--- src/rtl/multicycle_controller.sv ---
// Sequencing FSM for the RV32I multicycle datapath (FETCH/DECODE/EXECUTE/MEMORY/WRITEBACK).
// Optional perf counters under PERF_COUNTERS_EN; memory waits bounded by TIMEOUT_CYCLES.
module multicycle_controller #(
  parameter int TIMEOUT_CYCLES = 16,
  parameter int CNT_W          = 32
) (
  input  logic             clk,
  input  logic             rst_n,
  input  logic             start,
  input  logic             r_type,
  input  logic             i_type_lw,
  input  logic             i_type_addi,
  input  logic             i_type_jalr,
  input  logic             s_type,
  input  logic             sb_type,
  input  logic             u_type_auipc,
  input  logic             u_type_lui,
  input  logic             uj_type,
  input  logic             branch_taken,
  input  logic             imem_ready,
  input  logic             dmem_ready,
  output logic             ir_write,
  output logic             pc_write,
  output logic             reg_write,
  output logic             dmem_req,
  output logic             dmem_we,
  output logic [2:0]       state,
  output logic             busy,
  output logic             fault,
  output logic [CNT_W-1:0] cycle_count,
  output logic [CNT_W-1:0] instret
);

  localparam logic [2:0] S_IDLE      = 3'd0;
  localparam logic [2:0] S_FETCH     = 3'd1;
  localparam logic [2:0] S_DECODE    = 3'd2;
  localparam logic [2:0] S_EXECUTE   = 3'd3;
  localparam logic [2:0] S_MEMORY    = 3'd4;
  localparam logic [2:0] S_WRITEBACK = 3'd5;
  localparam logic [2:0] S_FAULT     = 3'd6;

  localparam int CLS_LW = 1;
  localparam int CLS_S  = 4;
  localparam int CLS_SB = 5;

  localparam int                WAIT_W    = $clog2(TIMEOUT_CYCLES + 1);
  localparam logic [WAIT_W-1:0] WAIT_LAST = WAIT_W'(TIMEOUT_CYCLES - 1);

  logic [2:0]        state_q;
  logic [2:0]        state_d;
  logic [8:0]        class_in;
  logic [8:0]        class_q;
  logic [WAIT_W-1:0] wait_cnt;
  logic              waiting;
  logic              ready_sel;
  logic              timeout;
  logic              class_ok;
  logic              after_retire;

  // branch_taken only steers the datapath PC mux; sequencing is identical either way.
  logic unused_branch;
  assign unused_branch = branch_taken;

  assign class_in = {uj_type, u_type_lui, u_type_auipc, sb_type, s_type,
                     i_type_jalr, i_type_addi, i_type_lw, r_type};
  assign class_ok = $onehot(class_in);

  assign waiting   = (state_q == S_FETCH) || (state_q == S_MEMORY);
  assign ready_sel = (state_q == S_FETCH) ? imem_ready : dmem_ready;
  // Ready in the same cycle as the last allowed wait beats the timeout.
  assign timeout   = waiting && !ready_sel && (wait_cnt == WAIT_LAST);

  assign after_retire = start;

  always_comb begin
    state_d = state_q;
    case (state_q)
      S_IDLE: begin
        if (start) state_d = S_FETCH;
      end
      S_FETCH: begin
        if (imem_ready)   state_d = S_DECODE;
        else if (timeout) state_d = S_FAULT;
      end
      S_DECODE: begin
        state_d = class_ok ? S_EXECUTE : S_FAULT;
      end
      S_EXECUTE: begin
        if (class_q[CLS_LW] || class_q[CLS_S]) state_d = S_MEMORY;
        else if (class_q[CLS_SB])              state_d = after_retire ? S_FETCH : S_IDLE;
        else                                   state_d = S_WRITEBACK;
      end
      S_MEMORY: begin
        if (dmem_ready) begin
          if (class_q[CLS_S]) state_d = after_retire ? S_FETCH : S_IDLE;
          else                state_d = S_WRITEBACK;
        end else if (timeout) begin
          state_d = S_FAULT;
        end
      end
      S_WRITEBACK: begin
        state_d = after_retire ? S_FETCH : S_IDLE;
      end
      S_FAULT: begin
        state_d = S_FAULT;
      end
      default: begin
        state_d = S_FAULT;
      end
    endcase
  end

  always_ff @(posedge clk or negedge rst_n) begin
    if (!rst_n) begin
      state_q <= S_IDLE;
    end else begin
      state_q <= state_d;
    end
  end

  always_ff @(posedge clk or negedge rst_n) begin
    if (!rst_n) begin
      class_q <= '0;
    end else if (state_q == S_DECODE) begin
      class_q <= class_in;
    end
  end

  // Any state change clears the count, which covers entry into FETCH and MEMORY.
  always_ff @(posedge clk or negedge rst_n) begin
    if (!rst_n) begin
      wait_cnt <= '0;
    end else if (state_d != state_q) begin
      wait_cnt <= '0;
    end else if (waiting && !ready_sel) begin
      wait_cnt <= wait_cnt + 1'b1;
    end
  end

  always_comb begin
    ir_write  = (state_q == S_FETCH) && imem_ready;
    reg_write = (state_q == S_WRITEBACK);
    dmem_req  = (state_q == S_MEMORY);
    dmem_we   = (state_q == S_MEMORY) && class_q[CLS_S];
    pc_write  = ((state_q == S_EXECUTE) && class_q[CLS_SB])
             || ((state_q == S_MEMORY) && class_q[CLS_S] && dmem_ready)
             || (state_q == S_WRITEBACK);
  end

  assign state = state_q;
  assign fault = (state_q == S_FAULT);
  assign busy  = (state_q != S_IDLE) && (state_q != S_FAULT);

`ifdef PERF_COUNTERS_EN
  logic [CNT_W-1:0] cycle_q;
  logic [CNT_W-1:0] instret_q;

  always_ff @(posedge clk or negedge rst_n) begin
    if (!rst_n) begin
      cycle_q   <= '0;
      instret_q <= '0;
    end else begin
      if (busy)     cycle_q   <= cycle_q + 1'b1;
      if (pc_write) instret_q <= instret_q + 1'b1;
    end
  end

  assign cycle_count = cycle_q;
  assign instret     = instret_q;
`else
  assign cycle_count = '0;
  assign instret     = '0;
`endif

endmodule

--- config.mk ---
export PLATFORM = sky130hd
export DESIGN_NAME = multicycle_controller
export DESIGN_NICKNAME = d
export VERILOG_FILES = /design/src/rtl/multicycle_controller.sv
export SDC_FILE = /design/constraint.sdc
export NUM_CORES = 1
export LEC_CHECK = 0
export CORE_MARGIN = 2
export CORE_UTILIZATION = 25
export DETAILED_ROUTE_END_ITERATION = 7
export PLACE_DENSITY = 0.63
export SETUP_SLACK_MARGIN = 0.4
export SLEW_MARGIN = 20
export SYNTH_ARGS = -nofsm -noshare
export SYNTH_HDL_FRONTEND = slang
export SYNTH_SLANG_ARGS = --single-unit
--- constraint.sdc ---
create_clock -name clk -period 1.9 [get_ports clk]
set_input_delay 0.57 -clock clk [delete_from_list [all_inputs] [get_ports clk]]
set_output_delay 0.57 -clock clk [all_outputs]
set_load 0.02 [all_outputs]
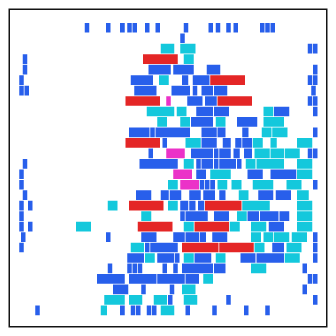
run_1/class_map.png
| colour | class | cells |
|---|---|---|
| red | registers | 11 |
| blue | remaining logic cells | 160 |
| magenta | clock drivers and dummy loads | 4 |
| cyan | remaining buffers and delay cells | 65 |
end-of-flow core utilization: 37.64%
final non-filler cell area: 2228 sq um
fraction of area in registers: 12.46%
number of placement rows: 28

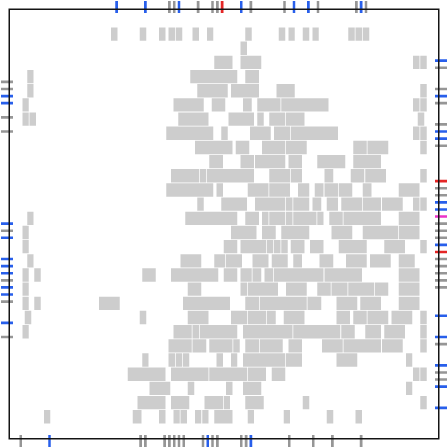
run_1/pinout.png
Pins as bars across the die edge, other pins in grey.
| colour | port | pins | direction | edge |
|---|---|---|---|---|
| magenta | imem_ready | 1 | input | east |
| red | state | 3 | output | 2 east, 1 north |
| blue | instret | 32 | output | 12 east, 10 west, 7 north, 3 south |
all pins by edge: 33 east, 20 south, 18 west, 18 north

==> summary.txt, run 1 <==
The synthesis and PnR run went through. The run finished, with violations left. The checks that failed: negative setup slack. By area, the class that comes first in the final layout consists of multi-input combinational cells. Total length of routed met2 wires landed at roughly 1800 microns.

Data required time at the worst endpoint landed at approximately 2.0 ns. Number of filler instances in the final layout landed at between 600 and 700. The internal power of the cells totals roughly 0.00053 W. Sequential element share of the synthesized area landed at between 10% and 20%. Per the synth stats, the flop cell with the highest instance count is sky130_fd_sc_hd__dfrtp_1.

TritonCTS built the clock tree. Counting stages on the worst path, the most repeated cell is sky130_fd_sc_hd__fa_1. The largest individual stage delay along the critical path comes from the cell sky130_fd_sc_hd__fa_1.

Counting flops per register, the top entry is wait_cnt. Buffers inserted during post-CTS setup optimization landed at 10. The number of buffers and inverters on the critical path is 4. In this run the tool buffered the top-level ports with 23 buffer cells. Warnings raised by the tools during the run amount to 30. Synthesized-area fraction occupied by ao, oa, aoi and oai cells landed at between 10% and 20%. Overall chip area landed at about 6700 sq um. Hold-check failures listed in the final report amount to 0. Setup repair after global routing could not meet its margin everywhere. Actual transition at the worst max-transition pin landed at 0.5386 ns. Multi-input logic gates represent a cell area share of about half. In this run the critical register-to-register path is launched from wait_cnt[1]. Multi-input combinational gate total landed at 143. Total of endpoints with negative setup slack in the final report landed at 3. According to the CTS report, the clock sink count is 11. Static timing analysis puts the maximum clock frequency at roughly 290 MHz. Final setup slack of the worst path landed at -1.566 ns. In this run the worst setup path begins at i_type_jalr. In this run the worst setup path terminates at state[2].

The share of total power dissipated in combinational logic is between 40% and 50%. Diode insertion count for antenna repair landed at 0. Entering global routing, the biggest net connects 14 pins. For this run, the number of Yosys warnings is 0.

Number of antenna violations at the first check in global routing landed at 0. Sum of negative setup slack landed at -3.081 ns. The synthesized netlist devotes under 10% of its cell area to adder and majority cells. The core region is approximately 6000 sq um. The group that draws the most power in this run is combinational logic.

sky130_fd_sc_hd__buf_4 is the most common cell in the netlist. The clock passes through at most 2 buffers.
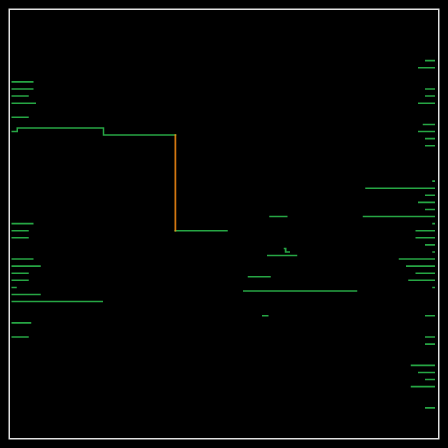
run_1/layers.png
Two of the layers only.
| colour | layer | wire length |
|---|---|---|
| orange | M4 | 18.4 microns |
| green | M3 | 255 microns |
DRT Wirelength: 3235 microns
total number of vias: 1245
GRT Resource Usage Total: 9.554%

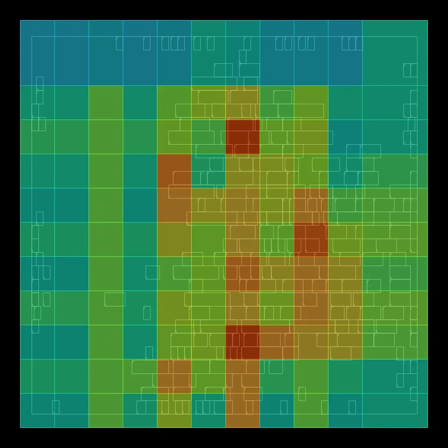
run_1/congestion_map.png
met1 global-route usage: 10.70%
global-route track usage on met3: 3.043%
mean routed wirelength per cell: 10.27 microns
met2 layer usage reported by global route: 17.64%
GRT busiest layer: met2

run_1/clock_wires.png
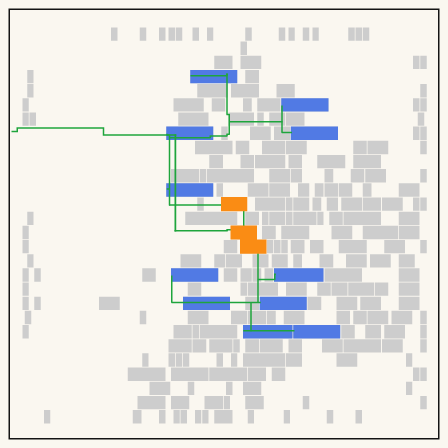

==> inputs of run 2 (changes only) <==
- CTS_BUF_LIST: unset -> sky130_fd_sc_hd__clkbuf_4
- SKIP_CTS_REPAIR_TIMING: unset -> 1
- TNS_END_PERCENT: unset -> 20
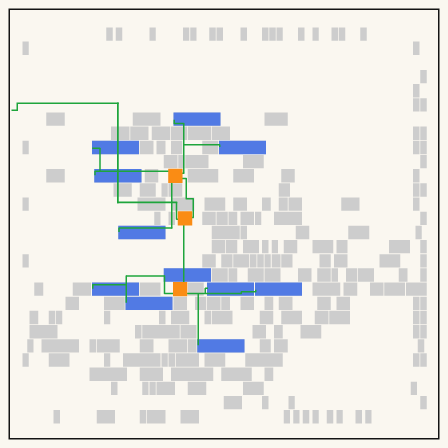
run_2/clock_wires.png
[green] clock wires | length: 197 microns
[blue] flip-flops | count: 11
[orange] clock-net drivers | count: 3
routed clock nets: 4

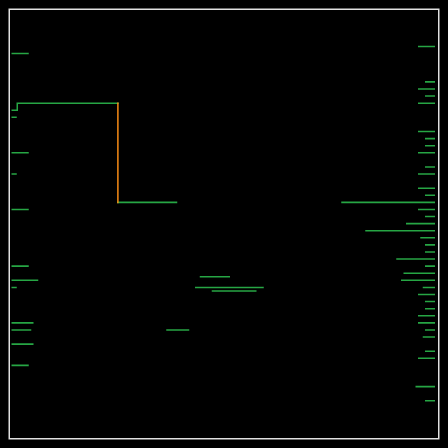
run_2/layers.png
Two of the layers only.
| colour | layer | wire length |
|---|---|---|
| orange | M4 | 19.0 microns |
| green | M3 | 222 microns |
DRT Wirelength: 2923 microns
mean routed wirelength per cell: 9.743 microns

==> run 2 against run 1 <==
Effect of this change:
- clock-buffer cell count unchanged
- power decreased by 10%
- largest cell class unchanged
- the flow still finishes with violations (negative setup slack)
- register-to-register slack got worse by 0.13 ns
- clock power decreased by 24%
- fmax decreased by 5.7%
- non-clock buffer count decreased by 15
- combinational power decreased by 7.6%
- cell area decreased by 15%
- final cell count decreased by 4.8%
- worst setup slack got worse by 0.21 ns
- highest routed layer unchanged
- first-iteration DRC count decreased by 29%
==> summary.txt, run 2 <==
The synthesis and PnR run went through. Overall track demand over capacity in global routing landed at under 10%. Sum of buffers and inverters on the critical path landed at 4. The type recorded for the worst min-delay path is reg2reg.

The floorplan has 28 rows. The count of buffers added on input and output ports is 23. Delay of the slowest critical-path stage landed at roughly 0.55 ns. The core region is a little under 6000 sq um. Number of filler instances in the final layout landed at ~640. Total length of routed met2 wires landed at approximately 1400 microns. Per the timing report, the achievable frequency comes out to approximately 270 MHz.

Overall chip area landed at slightly below 7000 sq um. For reference, the final report shows the max-slew violation count at 0. Number of antenna violations at the first check in global routing landed at 0. Per the finish-stage timing summary, setup violations number 7. The commonest register cell is sky130_fd_sc_hd__dfrtp_1. The highest metal layer carrying signal wires in the routed design is met4.

The register with the most flip-flops in the layout has 5 of them. The internal portion of the total power is roughly 0.00046 W. Data required time at the worst endpoint landed at just over 2 ns. TritonCTS built the clock tree. Pin count of the biggest net entering global routing landed at 14. Placed cell area landed at between 1500 and 2000 sq um. Area overhead of the layout relative to synthesis landed at 23.93%.

The most frequently used library cell after synthesis is sky130_fd_sc_hd__buf_4. Count of pins on the block boundary landed at roughly 89. Multi-input combinational gate total landed at between 100 and 150. Counting every sink on the clock net gives 11.

The flow ran to the end, but the final reports show violations. Met1 track demand over resource landed at roughly an eighth. According to the timing report, the critical path is launched from i_type_jalr. Final-layout non-clock buffer area share landed at 23.48%. The checks that failed: negative setup slack. The repair_antennas step left the layout with diodes totalling 0.

Setup repair after global routing could not meet its margin everywhere. Ranked by flip-flop count, first place goes to wait_cnt. The share of total power dissipated in combinational logic is 44.2%.

The class occupying the most area after layout is reported as multi-input combinational cells. In this run the worst setup path terminates at state[2]. The final timing summary puts the cycle share of the worst path at 193.5%. Xor/xnor cell area share of the yosys netlist landed at 1.721%. Final design utilization landed at 31.95%. Clock tree synthesis selected as its root buffer the cell sky130_fd_sc_hd__clkbuf_4.

Final hold violation count landed at 0. The largest share of the power goes to combinational logic. Global routing used under 10% of the available met3 tracks. Per the timing report, the most critical flop-to-flop path originates at wait_cnt[0]. Logic share of the area landed at 51.65%.

Met2 routing resource usage after global routing landed at a little over an eighth. Summing the areas of all fa, ha and maj instances in the mapped netlist gives slightly below 10% of the synthesized area. Sequential portion of the cell area landed at 14.55%. The slowest stage of the critical path is the sky130_fd_sc_hd__fa_1 cell. Pre-CTS setup slack landed at -2.398 ns. Final cell area excluding filler cells landed at between 1500 and 2000 sq um.

Final setup slack of the worst path landed at -1.776 ns. No sink is reached through more buffers than the 2 on the longest clock path. Warning count from the yosys run landed at 0. The pin closest to its max-slew limit shows a slew of 0.5454 ns. The most numerous cell type found on the critical path is sky130_fd_sc_hd__fa_1. Sum of negative setup slack landed at -3.795 ns.

Of the synthesized area, sequential elements account for a little under a fifth. Per-cell via count in the routed design landed at ~3.9. Per the detail_route report, the via count comes to 1155. After the first detailed-routing iteration, the DRC count stood at between 40 and 50. OpenROAD warning count landed at 29. After Yosys synthesis, AND-OR and OR-AND compound gates account for approximately 14% of the synthesized area. Global route summary, busiest routing layer listed as met2.
run_2/class_map.png
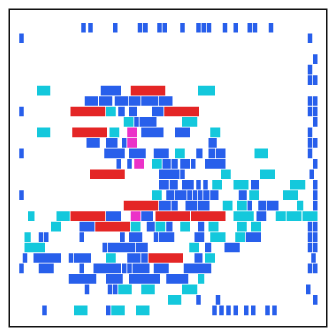

==> inputs of run 3 (changes only) <==
- clock period: 1.9 -> 3.2 ns (I/O delays scaled with it)
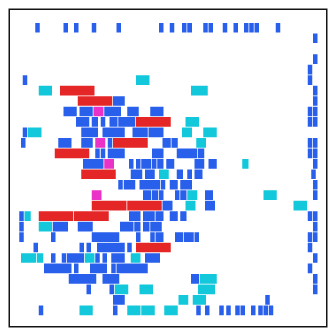
run_3/class_map.png
| colour | class | cells |
|---|---|---|
| blue | remaining logic cells | 160 |
| magenta | clock drivers and dummy loads | 4 |
| red | registers | 11 |
| cyan | remaining buffers and delay cells | 30 |

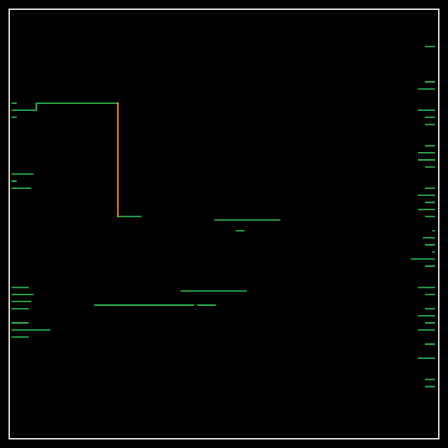
run_3/layers.png
Two of the layers only.
| colour | layer | wire length |
|---|---|---|
| orange | M4 | 21.8 microns |
| green | M3 | 174 microns |
DRT Wirelength: 2648 microns
total number of vias: 1070
GRT Resource Usage Total: 7.701%

==> run 3 against run 2 <==
Effect of this change:
- the flow still finishes with violations (negative setup slack)
- non-clock buffer count is 20 lower
- sequential cell count stayed put
- clock skew is 0.00097 ns lower
- die size stayed put
- register-to-register slack better by 1.2 ns
- routed wire length is 9.4% lower
- hold slack better by 0.0039 ns
- global-route usage is 0.91 points lower
- first-iteration DRC count is 23% lower
- cell area is 12% lower
- area after synthesis stayed put
- utilization is 3.8 points lower
- critical path type unchanged
==> summary.txt, run 3 <==
The synthesis and PnR run went through. Actual transition at the worst max-transition pin landed at 0.6081 ns. Sequential portion of the cell area landed at 16.49%. The critical path ends at state[2]. Antenna violation net count after detailed routing landed at 0. The checks that failed: negative setup slack.

For this run, the slowest stage of the critical path takes 0.54 ns. Across all setup checks in the final design, the least slack found is -0.7727 ns. Clock network area share landed at under 10%. Counting both buffers and inverters, the worst setup path holds a total of 4. Area of the core landed at roughly 6000 sq um.

Routing resource usage on met1 recorded by global route was under 10%. Looking at the area split, the leading class of cells is multi-input combinational cells. Number of DRC markers in iteration 0 landed at 36. After layout, the inverter instance count without clock inverters stands at 17. Final design utilization landed at 28.19%.

Final number of max-transition violations landed at 0. The number of warnings reported in the stage logs is 29. In this run the full chip footprint comes out at a little under 7000 sq um. For reference, the critical path is launched at i_type_jalr.

Final cell area excluding filler cells landed at 1669 sq um. Met3 capacity usage during global routing landed at under 10%. Looking at the clock tree report, the maximum root-to-sink buffer count equals 2. Count of pins on the block boundary landed at just under 90.

In the layout the tool counted multi-input logic cells amounting to around 140. After detailed routing, no signal wire sits above met4. Diode insertion count for antenna repair landed at 0.

Entering global routing, the biggest net connects 23 pins. Sequential element share of the synthesized area landed at between 10% and 20%. In this run the layout overhead on the synthesized area is reported as 9.344%. TritonCTS built the clock tree.

Setup total negative slack on the finished layout was measured at -1.366 ns. Cell-internal power landed at approximately 0.00027 W. Number of antenna violations at the first check in global routing landed at 0.

Xor/xnor cell area share of the yosys netlist landed at about 1.7%. The tightest min-delay check is of the reg2reg type. Total of endpoints with negative setup slack in the final report landed at 2. The timing report gives the worst reg2reg path a setup slack of roughly 1.1 ns. Looking at the clock tree report, the root buffer type is sky130_fd_sc_hd__clkbuf_4. Per-cell via count in the routed design landed at between 3 and 4. The slowest stage of the critical path belongs to the cell sky130_fd_sc_hd__fa_1. The worst register-to-register path begins at wait_cnt[0].

Sorting the synthesis cell report by count puts at the top sky130_fd_sc_hd__buf_4. Final hold violation count landed at 0. Per the layout report, the design carries around 650 filler cells. The cell-mix breakdown from Yosys lists the adder-cell area share as 9.836%. The synthesis report names the predominant flop master as sky130_fd_sc_hd__dfrtp_1. Share of total power in combinational logic landed at a little over two fifths. The register with the most flip-flops in the layout has 5 of them.

Warning count from the yosys run landed at 0. Register bit count reported by yosys landed at 11. According to the floorplan report, the die width is between 80 and 90 microns. Counting flops per register, the top entry is wait_cnt. Site row count landed at 28. The run finished, with violations left. Pre-CTS setup slack landed at -1.369 ns. Dividing the final minimum period by the clock period gives 124.1%. At the worst endpoint, the required time is approximately 3.4 ns.

The script logs the mean routed wire length per placed instance as between 9 and 10 microns. Global routing used between 10% and 20% of the available met2 tracks. In this run the most used layer during global routing was met2. The dominant power group in this design is combinational logic.

The CTS log lists the clock sinks for this run as 11. Logic share of the area landed at 55.85%.
Power figures rest on the tool's default switching activity, not on a simulated workload.
